[config.mk]
export PLATFORM = sky130hd
export DESIGN_NAME = shift_sequencer
export DESIGN_NICKNAME = d
export VERILOG_FILES = /design/src/rtl/shift_sequencer.sv
export SDC_FILE = /design/constraint.sdc
export NUM_CORES = 1
export LEC_CHECK = 0
export CELL_PAD_IN_SITES_DETAIL_PLACEMENT = 0
export CELL_PAD_IN_SITES_GLOBAL_PLACEMENT = 2
export CORE_UTILIZATION = 25
export CTS_BUF_LIST = sky130_fd_sc_hd__clkbuf_8
export CTS_CLUSTER_SIZE = 8
export DETAILED_ROUTE_END_ITERATION = 16
export GPL_ROUTABILITY_DRIVEN = 0
export PLACE_DENSITY_LB_ADDON = 0.25
export SETUP_SLACK_MARGIN = 0.2
export SLEW_MARGIN = 20
export SYNTH_ARGS = -nofsm -noshare
export SYNTH_HDL_FRONTEND = slang
export SYNTH_SLANG_ARGS = --single-unit
[constraint.sdc]
create_clock -name clk -period 2 [get_ports clk]
set_input_delay 0.5 -clock clk [delete_from_list [all_inputs] [get_ports clk]]
set_output_delay 0.5 -clock clk [all_outputs]
set_load 0.05 [all_outputs]
[src/rtl/shift_sequencer.sv]
// shift_sequencer: multi-position shift controller for the 1-bit shifter.
// Accepts a word and a signed amount, then drives the shifter one position per
// cycle, feeding each shifter result back as the next operand. The final word
// is reported on result together with a single-cycle done pulse.
//
// Ports
//   clk, reset      clock, synchronous active-high reset
//   start           request, accepted only while ready=1
//   src             operand, sampled on accept
//   amount          signed amount (>0 left, <0 right, 0 none), sampled on accept
//   stype           shift type, sampled on accept and forwarded to the shifter
//                   (named stype because "type" is a SystemVerilog keyword)
//   ready           high only while idle
//   done            one-cycle pulse, result valid
//   result          final word, held until the next accept
//   shiftSrc        operand to the shifter (the accumulator)
//   shiftDirection  1 = left one, all-ones = right one, 0 = pass-through
//   shiftType       latched shift type
//   shiftIn         shifter output, captured into the accumulator
module shift_sequencer #(
  parameter int unsigned WIDTH     = 16,
  parameter int unsigned AMT_WIDTH = 5
) (
  input  logic                 clk,
  input  logic                 reset,
  input  logic                 start,
  input  logic [WIDTH-1:0]     src,
  input  logic [AMT_WIDTH-1:0] amount,
  input  logic                 stype,
  output logic                 ready,
  output logic                 done,
  output logic [WIDTH-1:0]     result,
  output logic [WIDTH-1:0]     shiftSrc,
  output logic [WIDTH-1:0]     shiftDirection,
  output logic                 shiftType,
  input  logic [WIDTH-1:0]     shiftIn
);

  localparam logic [WIDTH-1:0] DIR_NONE  = '0;
  localparam logic [WIDTH-1:0] DIR_LEFT  = WIDTH'(1);
  localparam logic [WIDTH-1:0] DIR_RIGHT = '1;

  typedef enum logic [1:0] {
    IDLE  = 2'd0,
    SHIFT = 2'd1,
    DONE  = 2'd2
  } state_t;

  state_t               state;
  logic [WIDTH-1:0]     acc;
  logic [AMT_WIDTH-1:0] cnt;
  logic                 dir;
  logic                 typ;
  logic [AMT_WIDTH-1:0] amt_mag;

  // Magnitude of the signed amount; the most negative value maps to 2^(AMT_WIDTH-1),
  // which still fits the unsigned counter.
  always_comb begin
    amt_mag = amount;
    if (amount[AMT_WIDTH-1]) begin
      amt_mag = AMT_WIDTH'((~amount) + AMT_WIDTH'(1));
    end
  end

  assign shiftSrc  = acc;
  assign shiftType = typ;

  // Sequencer state, datapath registers and registered outputs.
  always_ff @(posedge clk) begin
    if (reset) begin
      state          <= IDLE;
      acc            <= '0;
      cnt            <= '0;
      dir            <= 1'b0;
      typ            <= 1'b0;
      result         <= '0;
      done           <= 1'b0;
      ready          <= 1'b1;
      shiftDirection <= DIR_NONE;
    end else begin
      done <= 1'b0;
      case (state)
        IDLE: begin
          if (start) begin
            acc   <= src;
            typ   <= stype;
            dir   <= amount[AMT_WIDTH-1];
            cnt   <= amt_mag;
            ready <= 1'b0;
            if (amt_mag == '0) begin
              state  <= DONE;
              result <= src;
              done   <= 1'b1;
            end else begin
              state          <= SHIFT;
              shiftDirection <= amount[AMT_WIDTH-1] ? DIR_RIGHT : DIR_LEFT;
            end
          end
        end
        SHIFT: begin
          acc <= shiftIn;
          cnt <= cnt - AMT_WIDTH'(1);
          if (cnt == AMT_WIDTH'(1)) begin
            // Last pass: the shifter output is the final word.
            state          <= DONE;
            result         <= shiftIn;
            done           <= 1'b1;
            shiftDirection <= DIR_NONE;
          end else begin
            shiftDirection <= dir ? DIR_RIGHT : DIR_LEFT;
          end
        end
        DONE: begin
          state <= IDLE;
          ready <= 1'b1;
        end
        default: begin
          state          <= IDLE;
          ready          <= 1'b1;
          shiftDirection <= DIR_NONE;
        end
      endcase
    end
  end

endmodule

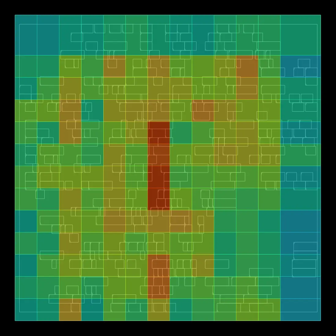
Fig. 1. Routing congestion.
Util after Layout: 0.4085
GR Layer Usage met1: 0.1627
met2 usage: 0.2125

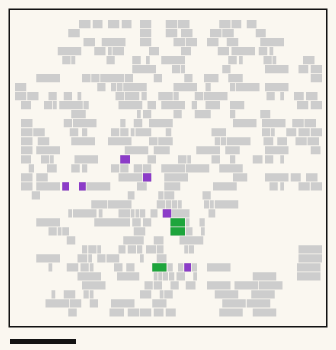
Fig. 2. Logic cells by family.
Scale bar: 20 um.
Key: adder and majority cells = green [cells 3]; AND and OR gates = purple [cells 6]
Comb/total area: 0.3114
fin cells: 422
most frequent logic cell in the layout: dfxtp_1

==> metrics.cfg <==
[final_layout]
final_area_sq_mm = 0.003407
comb_area_sq_mm = 0.001061
fillers = 852
antennaDiodeCount = 0
buffers = 111
syn_to_final_growth_pct = 56.31
nets = 360
buf_share = 0.3474
layout-drive-gt1-share = 0.2492
nNonClkInverters = 5
nClkBuffers = 5
ff_latch_area_sq_um = 900.9

[run]
drv_cap = 0

[worst_setup_path]
crit_chain = dlygate4sd2_1, inv_1, ha_1, nor2b_2, o211a_4, or2_4, buf_4, a211oi_1
crit_path_max_fanout = 6
crit_path_start = amount[0]
critPathArrivalTime_ps = 1920
endpoint_kind = flop
r2r_cells = 7
required_ps = 2210
crit_path_max_incr_delay_ps = 260
worstReg2RegEnd = result[0]$_SDFFE_PP0P_
slowest_stage = or2_4
crit_type = primary input to flop
r2r_setup_slack_ps = 340
start_kind = primary input
endpoint = result[0]$_SDFFE_PP0P_
cp_num_buf_inv = 3

[synthesis]
top_area_cell = dfxtp_1
top_area_frac = 0.4133
synthCells = 231
yosysWarnings = 0
synthTopCellsByCount = dfxtp_1, nor2_1, a211oi_1, mux2i_1, nor3_1
yosys_area_sq_mm = 0.002180
fp_nets = 275
synth_flop_count = 45
synth.most_common_cell = dfxtp_1
synth.area.top_cells = dfxtp_1, mux2i_1, a211oi_1
ys.flop_type = dfxtp_1
async_reset_ff_frac = 0
syn_avg_cell_area_sq_um = 9.435
ys_cells = 231

[placed_design]
hpwlAfterDp_mm = 4.280
dp.cells = 414
dp_slack_ps = -294.4

[final_timing]
finalClockPeriodUsage = 0.8527
worst_slack_ps = 294.7
setup_tns_ps = 0
grt_setup_unrepaired = false
period_needed_ps = 1705
hold_violations = 0
fmax_ghz = 0.5864
slew_violations = 0
fin_skew_ps = 5.879

[routing]
wl_per_cell_um = 13.56
firstDrtPassIters = 4
ant_nets = 0
routed_wl_mm = 5.721

[run_status]
status = finished, final reports clean

[clock_tree]
cts_buffers = 5
clkTransAtPathRegs_ps = 80
cts-resized-gates = 23
clkLatencyLatePin_ps = 300
post_cts_buffers = 0
htreeDepth = 2
cts_tree = built
cts-root-buf = clkbuf_8
clock-sinks = 45

[floorplan]
die_y_um = 95.37
num_rows = 33
fp_util = 0.2613
taps = 105
coreArea_sq_mm = 0.008341
die-area_sq_mm = 0.009095

[worst_hold_path]
hp-class = flop to flop
hold_end = shiftDirection[0]$_SDFFE_PP0P_
hold_start = shiftDirection[0]$_SDFFE_PP0P_

[pwr]
power.density_mw_per_mm2 = 823.7
power.total_mw = 2.806

[grt]
grt_pass1_wl_mm = 8.970
grtUsageTotal = 0.1280
grt_pass1_vias = 1799

-- cell families after synthesis --
group / Yosys count / synth area share
AND-OR/OR-AND: 60 / 0.2199
XOR/XNOR: 2 / 0.008038
adder cells (fa/ha/maj): 3 / 0.01722
buffers and inverters: 38 / 0.1091
flip-flops: 45 / 0.4133
multiplexers: 18 / 0.08266
AND/OR/NAND/NOR: 65 / 0.1498
-- power breakdown --
part	switching, mW	internal [mW]	total, mW	leakage [nW]
clock network	0.323	0.371	0.694	0.0595
registers	0.0549	0.979	1.03	0.370
logic	0.634	0.444	1.08	0.998
-- layer usage --
metal / up-vias / part of all wire / track usage
li1: 987 / - / -
met1: 883 / 0.45 / 0.1627
met2: 58 / 0.48 / 0.2125
met3: 4 / 0.066 / 0.03509
met4: 0 / 0.0080 / 0.03358
met5: - / 0 / 0
Power is estimated from default activity; no workload was simulated.
